`src/rtl/output_port_arbiter_pkg.sv`:
```
// output_port_arbiter_pkg: shared packet layout, direction indices and sizing helper for the router output stage.
package output_port_arbiter_pkg;
  localparam int PKT_WIDTH = 64;
  localparam int DIR_X_BIT = 58;
  localparam int DIR_Y_BIT = 57;
  localparam int HOP_X_HI = 56;
  localparam int HOP_X_LO = 55;
  localparam int HOP_Y_HI = 54;
  localparam int HOP_Y_LO = 53;
  typedef enum logic [2:0] {DIR_N, DIR_S, DIR_E, DIR_W, DIR_PE} dir_e;
  function automatic int idx_w(input int n);
    return n > 1 ? $clog2(n) : 1;
  endfunction
endpackage

```
`src/rtl/output_port_arbiter_if.sv`:
```
// output_port_arbiter_if: source-side req/packet/full bundle plus link-side output and debug signals.
interface output_port_arbiter_if import output_port_arbiter_pkg::*; #(
  parameter int PKT_W = PKT_WIDTH,
  parameter int NUM_SRC = 4
);
  localparam int TW = idx_w(NUM_SRC);
  logic [NUM_SRC-1:0] req_in;
  logic [NUM_SRC*PKT_W-1:0] packet_in;
  logic [NUM_SRC-1:0] full_out;
  logic [PKT_W-1:0] out_packet;
  logic out_valid;
  logic link_full;
  logic [TW-1:0] token;
  logic proto_err;
  modport slave(input req_in, packet_in, link_full, output full_out, out_packet, out_valid, token, proto_err);
  modport master(output req_in, packet_in, link_full, input full_out, out_packet, out_valid, token, proto_err);
endinterface

```
`src/rtl/output_port_arbiter_sync_fifo.sv`:
```
// sync_fifo: first-word-fall-through register FIFO; contents survive reset, only pointers and count clear.
module sync_fifo #(
  parameter int W = 64,
  parameter int DEPTH = 4
)(
  input  logic clk,
  input  logic reset,
  input  logic push,
  input  logic [W-1:0] din,
  input  logic pop,
  output logic [W-1:0] dout,
  output logic [$clog2(DEPTH):0] count,
  output logic empty,
  output logic full
);
  localparam int AW = $clog2(DEPTH);
  localparam int CW = AW + 1;
  logic [W-1:0] mem [DEPTH];
  logic [AW-1:0] wr_ptr, rd_ptr;
  logic do_push, do_pop;
  assign full = count == CW'(DEPTH);
  assign empty = count == '0;
  assign do_push = push && !full;
  assign do_pop = pop && !empty;
  assign dout = mem[rd_ptr];
  always_ff @(posedge clk)
    if (do_push && !reset) mem[wr_ptr] <= din;
  always_ff @(posedge clk) begin
    if (reset) begin
      wr_ptr <= '0;
      rd_ptr <= '0;
      count <= '0;
    end else begin
      wr_ptr <= wr_ptr + AW'(do_push);
      rd_ptr <= rd_ptr + AW'(do_pop);
      count <= count + CW'(do_push) - CW'(do_pop);
    end
  end
endmodule

```
`src/rtl/output_port_arbiter.sv`:
```
// output_port_arbiter: rotating-token single-push-per-cycle arbiter feeding an output FIFO with link backpressure.
module output_port_arbiter import output_port_arbiter_pkg::*; #(
  parameter int PKT_W = PKT_WIDTH,
  parameter int NUM_SRC = 4,
  parameter int DEPTH = 4
)(
  input logic clk,
  input logic reset,
  output_port_arbiter_if.slave bus
);
  localparam int TW = idx_w(NUM_SRC);
  localparam int CW = $clog2(DEPTH) + 1;
  logic [TW-1:0] tok;
  logic [NUM_SRC-1:0] full;
  logic [CW-1:0] count;
  logic fifo_full, empty, push, pop, perr;
  logic [PKT_W-1:0] din;
  // full_out comes only from registers so a source's req never loops back into its own full
  always_comb begin
    full = '1;
    for (int i = 0; i < NUM_SRC; i++) full[i] = (tok != TW'(i)) || (count == CW'(DEPTH));
  end
  assign push = bus.req_in[tok] && !fifo_full;
  assign pop = !empty && !bus.link_full;
  assign din = bus.packet_in[tok*PKT_W +: PKT_W];
  always_ff @(posedge clk) begin
    if (reset) begin
      tok <= '0;
      perr <= 1'b0;
    end else begin
      tok <= (tok == TW'(NUM_SRC-1)) ? '0 : tok + TW'(1);
      perr <= perr | (|(bus.req_in & full));
    end
  end
  sync_fifo #(.W(PKT_W), .DEPTH(DEPTH)) u_fifo (
    .clk(clk), .reset(reset), .push(push), .din(din), .pop(pop),
    .dout(bus.out_packet), .count(count), .empty(empty), .full(fifo_full)
  );
  assign bus.full_out = full;
  assign bus.out_valid = !empty;
  assign bus.token = tok;
  assign bus.proto_err = perr;
endmodule

```
`src/flat_wrapper.sv`:
```
// flat-port wrapper written by rule: the top's interface ports become plain ports
module output_port_arbiter_flat import output_port_arbiter_pkg::*;
#(
  parameter int PKT_W = PKT_WIDTH,
  parameter int NUM_SRC = 4,
  parameter int DEPTH = 4
)
  (clk, reset, bus_req_in, bus_packet_in, bus_link_full, bus_full_out, bus_out_packet, bus_out_valid, bus_token, bus_proto_err);
  output_port_arbiter_if #(.PKT_W(PKT_W), .NUM_SRC(NUM_SRC)) bus_i ();
  input logic clk;
  input logic reset;
  input wire logic [$bits(bus_i.req_in)-1:0] bus_req_in;
  input wire logic [$bits(bus_i.packet_in)-1:0] bus_packet_in;
  input wire logic [$bits(bus_i.link_full)-1:0] bus_link_full;
  output wire logic [$bits(bus_i.full_out)-1:0] bus_full_out;
  output wire logic [$bits(bus_i.out_packet)-1:0] bus_out_packet;
  output wire logic [$bits(bus_i.out_valid)-1:0] bus_out_valid;
  output wire logic [$bits(bus_i.token)-1:0] bus_token;
  output wire logic [$bits(bus_i.proto_err)-1:0] bus_proto_err;
  assign bus_i.req_in = bus_req_in;
  assign bus_i.packet_in = bus_packet_in;
  assign bus_i.link_full = bus_link_full;
  assign bus_full_out = bus_i.full_out;
  assign bus_out_packet = bus_i.out_packet;
  assign bus_out_valid = bus_i.out_valid;
  assign bus_token = bus_i.token;
  assign bus_proto_err = bus_i.proto_err;
  output_port_arbiter #(.PKT_W(PKT_W), .NUM_SRC(NUM_SRC), .DEPTH(DEPTH)) u_core (.clk(clk), .reset(reset), .bus(bus_i));
endmodule
```
`config.mk`:
```
export PLATFORM = sky130hd
export DESIGN_NAME = output_port_arbiter_flat
export DESIGN_NICKNAME = d
export VERILOG_FILES = /design/src/rtl/output_port_arbiter_pkg.sv /design/src/rtl/output_port_arbiter_if.sv /design/src/rtl/output_port_arbiter_sync_fifo.sv /design/src/rtl/output_port_arbiter.sv /design/src/flat_wrapper.sv
export SDC_FILE = /design/constraint.sdc
export NUM_CORES = 1
export LEC_CHECK = 0
export ABC_AREA = 1
export CAP_MARGIN = 20
export CORE_MARGIN = 2
export CORE_UTILIZATION = 54
export CTS_BUF_LIST = sky130_fd_sc_hd__clkbuf_4
export DETAILED_ROUTE_END_ITERATION = 8
export PLACE_DENSITY = 0.88
export SKIP_CTS_REPAIR_TIMING = 1
export SLEW_MARGIN = 20
export SYNTH_ARGS = -nofsm -noshare
export SYNTH_HDL_FRONTEND = slang
export SYNTH_HIERARCHICAL = 1
export SYNTH_SLANG_ARGS = --single-unit
```
`constraint.sdc`:
```
create_clock -name clk -period 10.9 [get_ports clk]
set_input_delay 1.09 -clock clk [delete_from_list [all_inputs] [get_ports clk]]
set_output_delay 1.09 -clock clk [all_outputs]
set_load 0.02 [all_outputs]
```
==> images/drive_strength.png <==
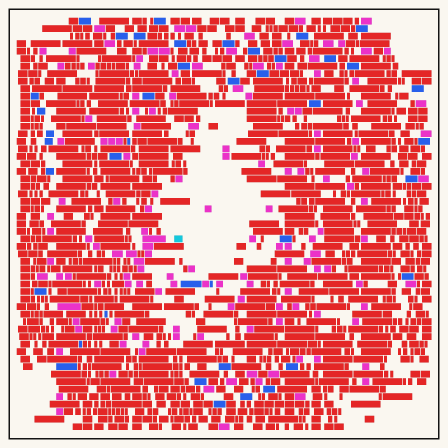
drive 2 -> blue  # cells 41
drive 1 or less -> red  # cells 1257
drive 6 and up -> cyan  # cells 1
drive 3 to 4 -> magenta  # cells 146
fin worst setup slack: 6.124 ns
design area: 16390 µm²

==> summary.txt <==
impl run done, here's what came out: hold path endpoint u_core/u_fifo/wr_ptr[1], Synth flops 266, end point of the critical path bus_out_packet[2], fmax 209.4 MHz, ant diodes 3, Synth warnings 6, static leakage power approximately 5.6 nW, Post-Syn Area roughly 12000 µm², hold_ws 0.6212 ns, Tot Pwr 3.208 mW, Place WS about 6.6 ns, CTS Root Buffer Type clkbuf_4, max-slew violation count 0, final setup vio count 0, number of fill cells 1519, DIE WIDTH roughly 150 µm, CTS Sinks between 200 and 300, Tmin final between 4 and 5 ns, post-DP HPWL 22.04 mm, Comb power frac 0.337, Synth area leader edfxtp_1, GRT overflow 0, top cells by count edfxtp_1, nor2_1, o21ai_0, Slew @ Worst Pin 0.9754 ns, flop share of the area 0.4818, DR DRC count 0, buffer share of cell area 0.2099, fin cells 1733, clock buffer depth 3, post-route ant nets 0, largest net degree at the start of global routing 84, chip area 24020 µm², clock latency at the later pin of the worst-skew pair 0.64 ns, Clock power frac 0.239, Placed Cells 1620, Fin Setup TNS 0 ns, crit end category output port, total track usage 0.2814, Net count, final ~1.7k, wl on met1 between 10 and 15 mm, Reg with most FFs u_core/u_fifo/mem, worst min path class reg -> reg, CLK BUF between 90 and 100, DR top layer met5, n_taps 285, Final period util 0.4382, I/O pins 335, Vias/cell 5.781, vias in the first global route 9975, Largest regs u_core/u_fifo/mem: 256 flops, u_core/u_fifo/count: 3 flops, reg2reg start u_core/bus.token[0], Vias between 10k and 15k, P_sw 1.081 mW, max cap viols 0, Max Clock Skew 0.01888 ns, required time of the critical path roughly 10 ns, Core Box Area 22500 µm², Largest register FFs 256, die height 155.0 µm, bufs w/o clock 347, routed len/inst 19.94 µm, flip-flop and latch count between 200 and 300, RD Place Congestion 0.8562, first-pass GRT wire length between 50 and 60 mm, Setup CP Type reg -> out, Clock transition at path regs 0.07 ns, CP Launch Type flip-flop, Synth Seq Share 0.6408, internal power 2.127 mW, combinational power 1.08 mW, FFs w/ async S/R, synth 0, Critical path origin u_core/u_fifo/rd_ptr[0], Layout area overhead 33.18%, Synth Instances 1072, routed wl met3 2.974 mm, Synth Flop Type edfxtp_1, worst reg2reg path depth 9, Detail Route met2 WL between 15 and 20 mm, register area 7898 µm², hold path startpoint u_core/u_fifo/wr_ptr[1], # port buffers 334, P per Cell Area about 200 nW/µm², CTS H-tree depth 3, Multi-input gate area 3845 µm², outcome completed, Placed Area ~16000 µm², RSZ-0062 raised after global routing no, Seq pwr share 0.424, Net Sw Frac 0.3369, clock-cell share of area 0.04717, worst r2r dst u_core/u_fifo/mem[3][36], Inverters 17, multi-input gates about 710, logic share of the area 0.2346, most frequent cells in the layout clkdlybuf4s50_1, edfxtp_1, nor2_1, 1st-iter DRT viols ~940, Max rail drop VDD 0.1123 mV, Total Routed Length 34.56 mm, Cell Type Count 27, CP max FO approximately 83, dominant kind of cell by area sequential cells, most frequent logic cell in the layout clkdlybuf4s50_1, CP arrival about 3.7 ns, EDFF count, synth between 200 and 300, reg2reg setup slack 6.85 ns, layout cells sized above 1 0.1301, count leader, synth edfxtp_1, Net Count, Synth 1342, Main area contributors edfxtp_1, nor2_1, o21ai_0, tool warning count 29, Inserted Clock Buffers 66, first drt pass iteration count 5, initial antenna violation count 3, Slew HR 0.3482, sequential cell power about 1.4 mW, Max power group sequential cells, Worst Hold Depth 2, clock-net power 0.766 mW, syn avg cell area 11.48 µm²
==> images/cell_classes.png <==
The bar under the picture is 50 µm long.
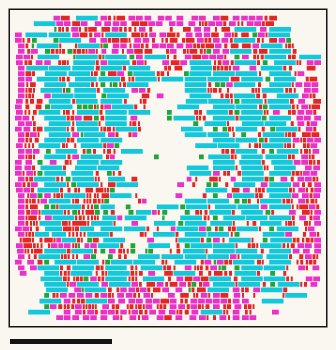
flip-flops -> cyan  # cells 266, share of their area 49%
all other logic -> red  # cells 722, share of their area 24%
clock drivers and dummy loads -> green  # cells 110, share of their area 4.8%
other buffers and delay cells -> magenta  # cells 347, share of their area 21%
Rows: 55
fin util: 0.7284

## critical path, cell delays in order (launching register included)
cell and delay (ns):
dfxtp_4 0.55, inv_4 0.47, buf_4 0.75, o21ai_0 0.25
o22ai_1 0.27, clkdlybuf4s50_1 0.67
## cells by family after synthesis
kind of cell,after synthesis,synth area share
XOR/XNOR,2,0.001423
flip-flops,266,0.6408
AND/OR/NAND/NOR,307,0.1128
AND-OR/OR-AND,389,0.1880
adder cells (fa/ha/maj),7,0.007726
buffers and inverters,101,0.04920
## layer usage
layer	GRT usage	vias up
li1	-	4649
met1	0.3226	4752
met2	0.5065	531
met3	0.06908	83
met4	0.1129	4
met5	0	-
Power and IR drop assume default switching activity.
